Figure 1. Gate families picked out (run 1).
Scale bar: 50 um.
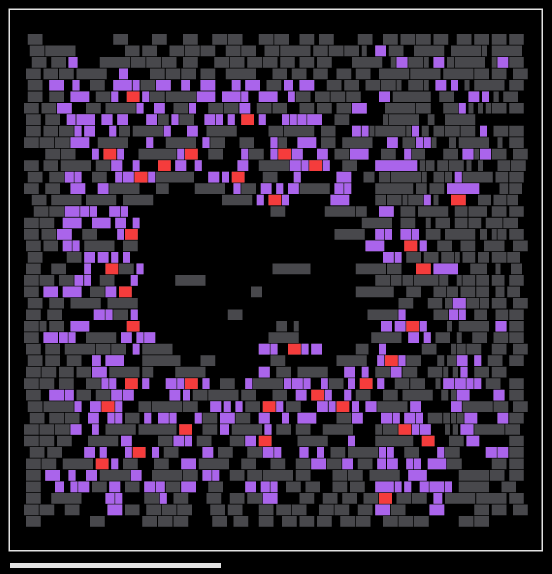
Figure 2. Where the registers sit (run 1).
Scale bar: 50 um.
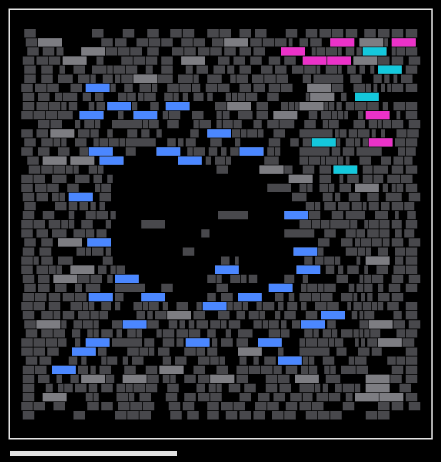
Figure 3. The clock network (run 1).
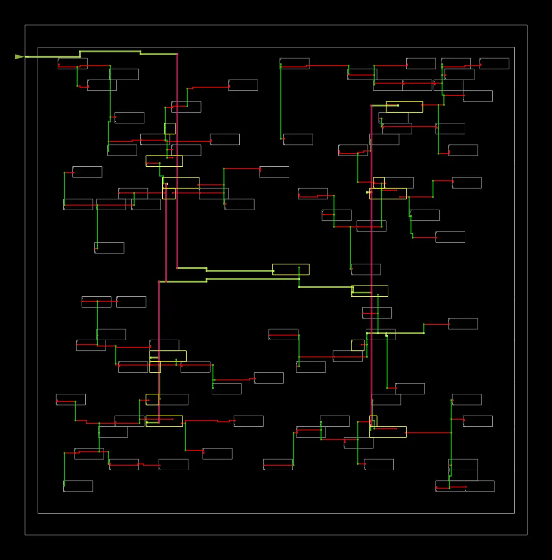
[config.mk]
export PLATFORM = sky130hd
export DESIGN_NAME = alu_issue
export DESIGN_NICKNAME = d
export VERILOG_FILES = /design/src/rtl/alu_issue.sv
export SDC_FILE = /design/constraint.sdc
export NUM_CORES = 1
export LEC_CHECK = 0
export CORE_AREA = 3 3 123 125
export CTS_CLUSTER_DIAMETER = 150
export CTS_CLUSTER_SIZE = 16
export DETAILED_ROUTE_END_ITERATION = 10
export DIE_AREA = 0 0 126 128
export GPL_ROUTABILITY_DRIVEN = 0
export PLACE_DENSITY = 0.8
export SLEW_MARGIN = 5
export SYNTH_ARGS = -nofsm -noshare
export SYNTH_HDL_FRONTEND = slang
export SYNTH_SLANG_ARGS = --single-unit
[constraint.sdc]
create_clock -name clk -period 4.85 [get_ports clk]
set_input_delay 1.455 -clock clk [delete_from_list [all_inputs] [get_ports clk]]
set_output_delay 1.455 -clock clk [all_outputs]
set_load 0.1 [all_outputs]
[src/rtl/alu_issue.sv]
// Decode-to-execute issue stage for the integer ALU: operand forwarding, imm/PC select, elastic buffer.
// Optional 2-entry skid buffer enabled by defining ALU_ISSUE_SKID_EN.
module alu_issue #(
  parameter int XLEN    = 32,
  parameter int RF_ADDR = 5
) (
  input  logic               clk,
  input  logic               rst_n,
  input  logic               flush,
  input  logic               in_valid,
  output logic               in_ready,
  input  logic [XLEN-1:0]    in_pc,
  input  logic [RF_ADDR-1:0] in_rs1,
  input  logic [RF_ADDR-1:0] in_rs2,
  input  logic [RF_ADDR-1:0] in_rd,
  input  logic [XLEN-1:0]    in_rs1_val,
  input  logic [XLEN-1:0]    in_rs2_val,
  input  logic [XLEN-1:0]    in_imm,
  input  logic               in_op,
  input  logic               in_op_imm,
  input  logic               in_lui,
  input  logic               in_auipc,
  input  logic [2:0]         in_funct3,
  input  logic [6:0]         in_funct7,
  output logic               out_valid,
  input  logic               out_ready,
  output logic [XLEN-1:0]    out_a,
  output logic [XLEN-1:0]    out_b,
  output logic               out_op,
  output logic               out_op_imm,
  output logic [2:0]         out_funct3,
  output logic [6:0]         out_funct7,
  output logic [RF_ADDR-1:0] out_rd,
  input  logic [XLEN-1:0]    ex_t,
  input  logic               wb_wen,
  input  logic [RF_ADDR-1:0] wb_rd,
  input  logic [XLEN-1:0]    wb_data
);

  typedef enum logic [1:0] {EMPTY = 2'd0, ONE = 2'd1, FULL = 2'd2} state_t;

  typedef struct packed {
    logic [XLEN-1:0]    a;
    logic [XLEN-1:0]    b;
    logic               op;
    logic               op_imm;
    logic [2:0]         funct3;
    logic [6:0]         funct7;
    logic [RF_ADDR-1:0] rd;
  } entry_t;

  state_t          state_r;
  entry_t          out_r;
  entry_t          new_s;
  logic            out_valid_r;
  logic            xfer_s;
  logic            u_type_s;
  logic            legal_s;
  logic            shift_s;
  logic [XLEN-1:0] rs1_fwd_s;
  logic [XLEN-1:0] rs2_fwd_s;
  logic [XLEN-1:0] b_raw_s;

`ifdef ALU_ISSUE_SKID_EN
  entry_t skid_r;
  logic   in_ready_r;
  assign in_ready = in_ready_r;
`else
  assign in_ready = ~out_valid_r | out_ready;
`endif

  assign xfer_s     = in_valid & in_ready;
  assign out_valid  = out_valid_r;
  assign out_a      = out_r.a;
  assign out_b      = out_r.b;
  assign out_op     = out_r.op;
  assign out_op_imm = out_r.op_imm;
  assign out_funct3 = out_r.funct3;
  assign out_funct7 = out_r.funct7;
  assign out_rd     = out_r.rd;

  // Source forwarding; rsX!=0 already implies the OUT producer has a nonzero rd, EX beats WB.
  always_comb begin
    if (in_rs1 == {RF_ADDR{1'b0}})                    rs1_fwd_s = {XLEN{1'b0}};
    else if (out_valid_r && (out_r.rd == in_rs1))     rs1_fwd_s = ex_t;
    else if (wb_wen && (wb_rd == in_rs1))             rs1_fwd_s = wb_data;
    else                                              rs1_fwd_s = in_rs1_val;
    if (in_rs2 == {RF_ADDR{1'b0}})                    rs2_fwd_s = {XLEN{1'b0}};
    else if (out_valid_r && (out_r.rd == in_rs2))     rs2_fwd_s = ex_t;
    else if (wb_wen && (wb_rd == in_rs2))             rs2_fwd_s = wb_data;
    else                                              rs2_fwd_s = in_rs2_val;
  end

  // Build the entry captured on a transfer; U-types become an add of a and imm.
  always_comb begin
    u_type_s = in_lui | in_auipc;
    legal_s  = ({in_op, in_op_imm, in_lui, in_auipc} == 4'b1000) ||
               ({in_op, in_op_imm, in_lui, in_auipc} == 4'b0100) ||
               ({in_op, in_op_imm, in_lui, in_auipc} == 4'b0010) ||
               ({in_op, in_op_imm, in_lui, in_auipc} == 4'b0001);
    shift_s  = ~u_type_s & ((in_funct3 == 3'b001) | (in_funct3 == 3'b101));
    b_raw_s  = (in_op_imm | u_type_s) ? in_imm : rs2_fwd_s;
    if (in_auipc)     new_s.a = in_pc;
    else if (in_lui)  new_s.a = {XLEN{1'b0}};
    else              new_s.a = rs1_fwd_s;
    if (shift_s)      new_s.b = {{(XLEN-5){1'b0}}, b_raw_s[4:0]};
    else              new_s.b = b_raw_s;
    if (!legal_s) begin
      new_s.op     = 1'b0;
      new_s.op_imm = 1'b0;
      new_s.funct3 = in_funct3;
      new_s.funct7 = in_funct7;
    end else if (u_type_s) begin
      new_s.op     = 1'b0;
      new_s.op_imm = 1'b1;
      new_s.funct3 = 3'b000;
      new_s.funct7 = 7'b0000000;
    end else begin
      new_s.op     = in_op;
      new_s.op_imm = in_op_imm;
      new_s.funct3 = in_funct3;
      new_s.funct7 = in_funct7;
    end
    new_s.rd = in_rd;
  end

  // Occupancy FSM; flush and reset empty both entries without advancing.
  always_ff @(posedge clk) begin
    if (!rst_n) begin
      state_r     <= EMPTY;
      out_valid_r <= 1'b0;
      out_r       <= {$bits(entry_t){1'b0}};
`ifdef ALU_ISSUE_SKID_EN
      skid_r      <= {$bits(entry_t){1'b0}};
      in_ready_r  <= 1'b1;
`endif
    end else if (flush) begin
      state_r     <= EMPTY;
      out_valid_r <= 1'b0;
`ifdef ALU_ISSUE_SKID_EN
      in_ready_r  <= 1'b1;
`endif
    end else begin
      case (state_r)
        EMPTY: begin
          if (xfer_s) begin
            out_r       <= new_s;
            out_valid_r <= 1'b1;
            state_r     <= ONE;
          end
        end
        ONE: begin
          if (xfer_s && out_ready) begin
            out_r <= new_s;
`ifdef ALU_ISSUE_SKID_EN
          end else if (xfer_s) begin
            skid_r     <= new_s;
            in_ready_r <= 1'b0;
            state_r    <= FULL;
`endif
          end else if (out_ready) begin
            out_valid_r <= 1'b0;
            state_r     <= EMPTY;
          end
        end
`ifdef ALU_ISSUE_SKID_EN
        FULL: begin
          if (out_ready) begin
            out_r      <= skid_r;
            in_ready_r <= 1'b1;
            state_r    <= ONE;
          end
        end
`endif
        default: begin
          state_r     <= EMPTY;
          out_valid_r <= 1'b0;
`ifdef ALU_ISSUE_SKID_EN
          in_ready_r  <= 1'b1;
`endif
        end
      endcase
    end
  end

endmodule

==> summary.txt, run 1 <==
Notes on the physical implementation.

- The run finished with clean final reports.
- The worst-case vdd ir drop is 0.000151 V, for reference.
- Leaving out the clock tree, the finished layout contains an inverter count of 7.
- 0 antenna diodes ended up in the layout.
- The deepest clock path buffer count is 2, for reference.
- Multiplexer cells account for 10.7% of the synthesized area.
- TritonCTS built the clock tree.
- The final worst-path setup slack is 0.878 ns, for reference.
- The number of global-route vias before repair is between 6k and 7k, for reference.
- The area added between synthesis and finish is 62.8%, for reference.
- The critical path goes through clkdlybuf4s50_1, and2b_1, inv_2, buf_4.
- The simple-gate portion of the synthesized area is 5.68%, for reference.
- In this run the tools logged warnings totalling 26.
- STA puts the critical path data required time at between 3 and 4 ns.
- Entering global routing, the biggest net connects 96 pins.
- Ranking logic cells in the layout by count gives the top entries sky130_fd_sc_hd__clkdlybuf4s50_1 (311), sky130_fd_sc_hd__dfxtp_1 (82), sky130_fd_sc_hd__o211ai_1 (74).
- The xor/xnor cell area share of the yosys netlist is 3.48%, for reference.
- The floorplan step records an initial core utilization of 39.6%.
- The number of antenna violations at the first check in global routing is 0.
- The fraction of area in multi-input gates is 39.7%, for reference.
- The number of buffers added to fix hold violations after cts is 0, for reference.
- Of the total synthesized cell area, the portion taken by full adders, half adders and majority gates is 0%.
- The pre-CTS setup check shows a worst slack of between 0.8 and 0.9 ns.
- In this run the horizontal extent of the chip is between 100 and 150 um.
- The total global routing overflow is 0, for reference.
- The layout buffering overhead excluding clock cells is a little over a third, for reference.
- STA classifies the critical path startpoint as a primary input.
- The worst-margin pin slew is 1.05 ns, for reference.
- STA classifies the critical path endpoint as an output port.
- The leakage power in the latest report is 3.09 nW.
- The report puts the cell count of the worst reg-to-reg path at 7.
- Setup repair after global routing left no endpoint under its margin.
- After routing the design area is 0.00901 mm^2.
- After the first detailed-routing iteration, the DRC count stood at around 560.
- The total power is ~2.3 mW, for reference.
- Measured on the final layout, the clock distribution area share stands at 3.10%.
- The startpoint identified for the worst register-to-register timing path is out_valid.
- On the critical path the data arrives at 2.52 ns.
- The worst hold margin is 0.454 ns, for reference.
- The async set-or-reset flop fraction in the synthesized netlist is 0%, for reference.
- The layout has ~330 buffers outside the clock class.
- The class of the most critical setup path is primary input to output port, for reference.
- In this run the worst hold path is classified as register to register.
- The number of cells reported by Yosys stat comes to 644.
- The number of buffers added for setup after CTS is 0, for reference.
- The H-tree was split into 3 levels.
- On the worst path, the slowest cell contributes a delay of 0.45 ns.
- Ranked by total area, the top cell class in this layout is logic gates.
- Per the post-synthesis report, the nets total around 880.
- The largest individual stage delay along the critical path comes from the cell sky130_fd_sc_hd__clkdlybuf4s50_1.
- Per the post-synthesis report, the number of cells in the design is 644.
- Post-synth the commonest register cell is sky130_fd_sc_hd__dfxtp_1.
- In this run, placement finished with an instance count of ~1.1k.
- Per the summary, power density relative to cell area is 252 mW/mm^2.
- The fraction of final layout cells with drive strength greater than 1 is 7.29%, for reference.
- The total die size is 0.0161 mm^2, for reference.
- The final critical path takes up 81.9% of the cycle.
- The worst-case register-to-register setup slack is ~2.6 ns, for reference.
- Adding up every negative setup slack in the final design gives 0 ns.
- The half-perimeter wire length after placement is about 16 mm, for reference.
- The critical path buffer and inverter count is 3, for reference.
- The post-detailed-route via-to-cell ratio is 5.96, for reference.
- The sequential share of the synthesized area is 29.7%, for reference.
- The instance count along the most critical hold path is 2, for reference.
- Of the combinational cells, the family taking the most area is AND-OR/OR-AND gates.
- The synthesized-area fraction occupied by ao, oa, aoi and oai cells is 44.1%, for reference.
- The first-pass iteration count of the detailed router is 5, for reference.
-- Figure 1 (at the start) --
Key: purple = inverting AOI/OAI gates [cells 310, where widely spread]; red = AND-OR and OR-AND gates [cells 34]

-- Figure 2 (at the start) --
Key: blue = `out_a` [sequential cells 32]; cyan = `out_rd` [sequential cells 5, where upper right]; magenta = `out_funct7` [sequential cells 7, where upper right]
Another 38 sequential cells are not coloured.
share of the core filled with cells: 64.4%
power dissipated in sequential cells: 0.757 mW
combined flip-flop and latch cell area: 0.00164 mm^2

-- Figure 3 (at the start) --
clock tree sinks: 82
Num CTS Buffers: 9
Flops: 82
Max Clock Skew: 0.00767 ns

## run 1: where the power goes
group	switching [mW]	internal [mW]
Combinational	0.525	0.333
Sequential	0.0414	0.716
Clock	0.301	0.350
Total	0.868	1.40
## run 1: metal layers
metal	vias to the layer above	track usage [%]	share of wire, %
met3	33	6.46	8.5
met1	3063	33.1	41
li1	3124	-	-
met2	333	44.8	48
met5	-	0	0
met4	0	9.02	2.3
## run 1: cells in the mapped netlist, drive strengths merged (2+ instances only)
cell type   n  share of area, %
o211ai     94                15
nand2b      3              0.34
buf        31               3.4
dfxtp      82                30
or3         2              0.23
mux2i      59                11
xor2        9               1.4
xnor2      13               2.1
or4         2              0.34
nor2       21               1.5
nor3        9               1.1
inv         7              0.47
nand4       2              0.34
nand2      13              0.88
o22a       32               5.1
or2         2              0.23
o21ai      99               9.2
clkbuf     38               2.6
nor4        2              0.23
a21oi      40               3.6
nand3       3              0.27
a22oi      15               2.0
o2bb2ai     4              0.63
o22ai      28               3.2
a222oi     27               4.9
## run 1: kinds of logic (layout without fill, tap and decap cells)
logic type,count (synthesis),count (layout)
compound gates,344,344
simple gates,61,61
buf+inv,76,351
flops,82,82
mux,59,59
xor+xnor,22,22
## run 1: sequential cells by signal (all words and copies together) (netlist names)
name and count:
out_funct3 3, out_a 32, out_op 1, out_valid 1, out_funct7 7, out_op_imm 1, out_b 32, out_rd 5
## run 1: worst max path at each step
| stage | from | to | slack, ns | cells past startpoint |
|---|---|---|---|---|
| final | out_ready | in_ready | 0.88 | 4 |
| after global routing | out_ready | in_ready | 0.82 | 4 |
| after CTS | out_ready | in_ready | 0.87 | 4 |
| after detailed placement | out_ready | in_ready | 0.88 | 4 |
| after global placement | out_ready | in_ready | 0.89 | 4 |
| after floorplan | out_ready | in_ready | 1.39 | 2 |
==> run 2: changes to the inputs <==
--- a/config.mk
+++ b/config.mk
@@ -5,13 +5,14 @@
 export SDC_FILE = /design/constraint.sdc
 export NUM_CORES = 1
 export LEC_CHECK = 0
-export CORE_AREA = 3 3 123 125
+export CORE_ASPECT_RATIO = 2
+export CORE_MARGIN = 3
+export CORE_UTILIZATION = 39
 export CTS_CLUSTER_DIAMETER = 150
 export CTS_CLUSTER_SIZE = 16
 export DETAILED_ROUTE_END_ITERATION = 10
-export DIE_AREA = 0 0 126 128
 export GPL_ROUTABILITY_DRIVEN = 0
-export PLACE_DENSITY = 0.8
+export PLACE_DENSITY = 0.81
 export SLEW_MARGIN = 5
 export SYNTH_ARGS = -nofsm -noshare
 export SYNTH_HDL_FRONTEND = slang
==> constraint.sdc (replaced) <==
create_clock -name clk -period 3.79 [get_ports clk]
set_input_delay 1.137 -clock clk [delete_from_list [all_inputs] [get_ports clk]]
set_output_delay 1.137 -clock clk [all_outputs]
set_load 0.1 [all_outputs]
==> summary.txt, run 2 <==
Notes on the physical implementation.

- Yosys shows that the main logic family after synthesis is AND-OR/OR-AND gates.
- The met1 layer usage reported by global route came to 31.2% (-1.9 points).
- The xor/xnor cell area share of the yosys netlist is 3.48% (unchanged).
- The initial core utilization is 39.8% (+0.28 points), for reference.
- The number of DRC markers in iteration 0 is 479 (-14%), for reference.
- The deepest clock path buffer count is 2 (unchanged), for reference.
- The run finished with clean final reports.
- The global-route met3 utilization was 6.93% (+0.47 points).
- The number of buffers added to fix hold violations after cts was 0 (unchanged).
- The cell depth of the worst flop-to-flop path is 6 (-1), for reference.
- The worst-case vdd ir drop came to 0.000212 V (+40%).
- The total die size came to 0.0157 mm^2 (-2.4%).
- The leakage power of the design is 3.29 nW (+6.4%), for reference.
- The total power is 2.91 mW (+28%), for reference.
- For reference, the critical path cell chain is clkdlybuf4s50_1, and2b_1, inv_2, buf_12.
- The library cells used most frequently in the layout, excluding fill and tap cells, are sky130_fd_sc_hd__clkdlybuf4s50_1 (229), sky130_fd_sc_hd__buf_4 (92), sky130_fd_sc_hd__dfxtp_1 (82).
- The simple-gate portion of the synthesized area is 5.68% (unchanged), for reference.
- The pre-CTS setup slack is 0.323 ns (-0.558 ns), for reference.
- The fraction of post-synthesis cell area in the top cell type by area came to 29.7% (unchanged).
- The power per cell area is 326 mW/mm^2 (+30%).
- The nature of the critical path endpoint is an output port, for reference.
- The global-route track usage on met2 came to 53.7% (+9.0 points).
- The number of global-route vias before repair was 6709 (+6.1%).
- The total cell area at the placement stage is 0.00864 mm^2, for reference.
- The instance count on the critical path is 4 (unchanged), for reference.
- By area the synthesized netlist is led by sky130_fd_sc_hd__dfxtp_1 (30%), sky130_fd_sc_hd__mux2i_1 (11%), sky130_fd_sc_hd__o211ai_1 (10%).
- The width of the die came to 90.2 um (-28%).
- The required time of the critical path is 2.65 ns (-0.74 ns), for reference.
- The class of the tightest hold or removal check is register to register, for reference.
- The net count of the mapped netlist is 876 (unchanged), for reference.
- The critical path buffer and inverter count is 3 (unchanged), for reference.
- The most used logic cell in the final layout is sky130_fd_sc_hd__clkdlybuf4s50_1, for reference.
- The final worst-path setup slack is 0.535 ns (-0.343 ns), for reference.
- Setup repair after global routing left no endpoint under its margin.
- The multiplexer area fraction after synthesis is 10.7% (unchanged).
- The half-perimeter wire length after placement is 17.9 mm (+11%), for reference.
- The slowest cell on the critical path is sky130_fd_sc_hd__clkdlybuf4s50_1, for reference.
- The total number of clock tree sinks is 82 (unchanged), for reference.
- The sequential share of the synthesized area was 29.7% (unchanged).
- The maximum level of the CTS H-tree was 3 (unchanged).
- The flip-flop cell with the highest count after synthesis is sky130_fd_sc_hd__dfxtp_1, for reference.
- The adder and majority cell fraction of the synthesized area is 0% (unchanged), for reference.
- The cell with the most instances after synthesis is sky130_fd_sc_hd__dfxtp_1, for reference.
- The data arrival time of the worst path was 2.12 ns (-0.40 ns).
- The post-synthesis cell count from yosys is 644 (unchanged), for reference.
- The fraction of final layout cells with drive strength greater than 1 is 16.5% (+9.2 points), for reference.
- The instance count along the most critical hold path is 2 (unchanged), for reference.
- The synthesized instance count is 644 (unchanged), for reference.
- The clock buffer count from CTS is 9 (unchanged), for reference.
- The worst-margin pin slew is 0.969 ns (-0.0766 ns), for reference.
- The library cell occupying the most area in the post-synthesis netlist is sky130_fd_sc_hd__dfxtp_1, for reference.
- The stage-log warning count is 26 (unchanged), for reference.
- The layer flagged by global routing as most heavily used is met2.
- The post-detailed-route via-to-cell ratio is 6.07 (+1.8%).
- The delay contributed by the slowest stage of the critical path is 0.45 ns (about the same), for reference.
- The type of origin of the critical path is a primary input, for reference.
- The CTS tree is yes, for reference.
- The final-layout setup total negative slack is 0 ns (unchanged), for reference.
- The total global routing overflow was 0 (unchanged).
- The setup path with the least slack is of type primary input to output port.
[run 2: cell types whose count changed in the layout (fill, tap and decap cells not counted)]
cell                              delta
sky130_fd_sc_hd__buf_12              +6
sky130_fd_sc_hd__buf_4              +79
sky130_fd_sc_hd__clkbuf_1            +1
sky130_fd_sc_hd__clkbuf_8            +1
sky130_fd_sc_hd__clkdlybuf4s50_1    -82
sky130_fd_sc_hd__clkinv_4            -1
sky130_fd_sc_hd__clkinvlp_4          -1
sky130_fd_sc_hd__diode_2             +4
sky130_fd_sc_hd__nand3_1             -1
sky130_fd_sc_hd__nand3_2             +1
[run 2: power by group]
group	internal (mW)	switching, mW	leakage [nW]	total [mW]
combinational	0.416	0.686	2.49	1.10
clock	0.465	0.376	0.132	0.840
sequential	0.916	0.0536	0.672	0.970
[run 2: path summary, 6_finish.rpt]
| check | startpoint | to | slack, ns |
|---|---|---|---|
| setup / recovery | out_ready | in_ready | 0.54 |
| hold / removal | out_op | out_op | 0.46 |
| setup reg to reg | out_rd[3] | out_b[13] | 1.65 |
| hold reg to reg | out_op | out_op | 0.46 |
[run 2: cells by family after synthesis]
family,count (synthesis)
AOI/OAI and AO/OA,344
DFF,82
buffers and inverters,76
and+or+nand+nor,61
muxes,59
xor gates and xnor gates,22
[run 2: cell type report]
class | instances | area, um^2 | area share (%)
tap | 189 | 236 | 2.65
sequential | 82 | 1640 | 18.4
timing repair buffer | 331 | 3150 | 35.3
inverter | 7 | 26.3 | 0.294
multi-input combinational | 486 | 3580 | 40.1
antenna | 4 | 10.0 | 0.112
clock inverter | 5 | 37.5 | 0.420
clock buffer | 11 | 243 | 2.72
[run 2: layer usage]
layer  vias to the layer above  wire [um]
met5                         -          0
met4                         0       1260
met1                      3212       8710
met3                        74       1790
met2                       353      12900
li1                       3132          -
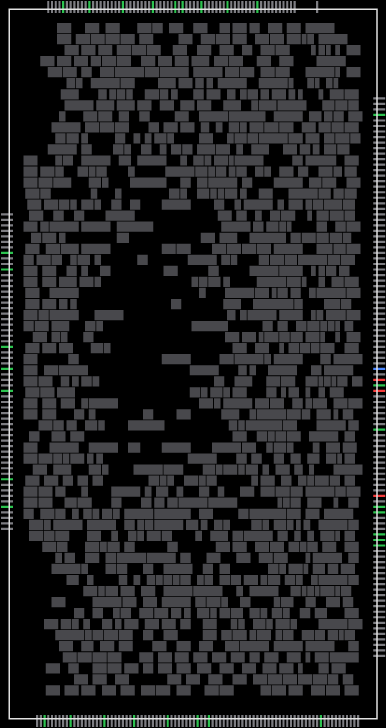
Figure 4: run 2, I/O pins on the die edge.
Pins as bars across the die edge, other pins in grey.
Key: red = `in_funct3` [pins 3, direction input, edge right]; blue = `rst_n` [pins 1, direction input, edge right]; green = `in_rs2_val` [pins 32, direction input, edge 9 top, 8 right, 8 bottom, 7 left]

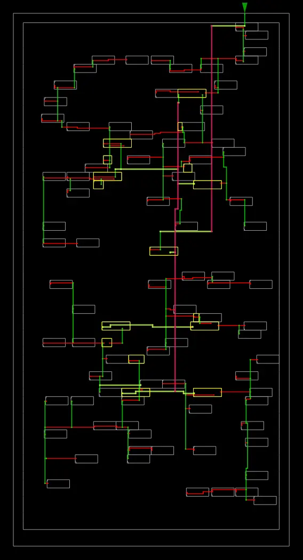
Figure 5: run 2, the clock network.
Max Clock Skew: 0.0101 ns
clock distribution power: 0.840 mW
clkbuf count: 11
clock network latency to the later pin of the worst-skew pair: 0.34 ns

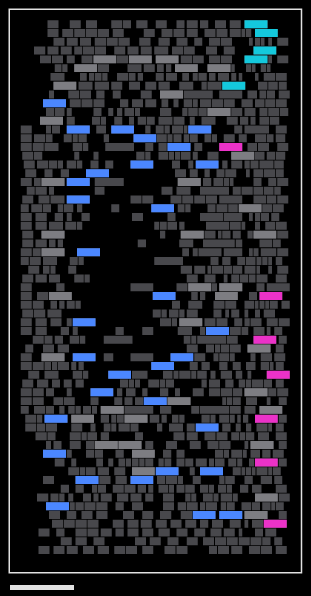
Figure 6: run 2, where the registers sit.
Scale bar: 20 um.
Key: magenta = `out_funct7` [sequential cells 7]; cyan = `out_rd` [sequential cells 5, where upper right]; blue = `out_a` [sequential cells 32]
fraction of area in registers: 18.4%
share of the core filled with cells: 64.3%
power dissipated in sequential cells: 0.970 mW

Power and IR drop assume default switching activity.
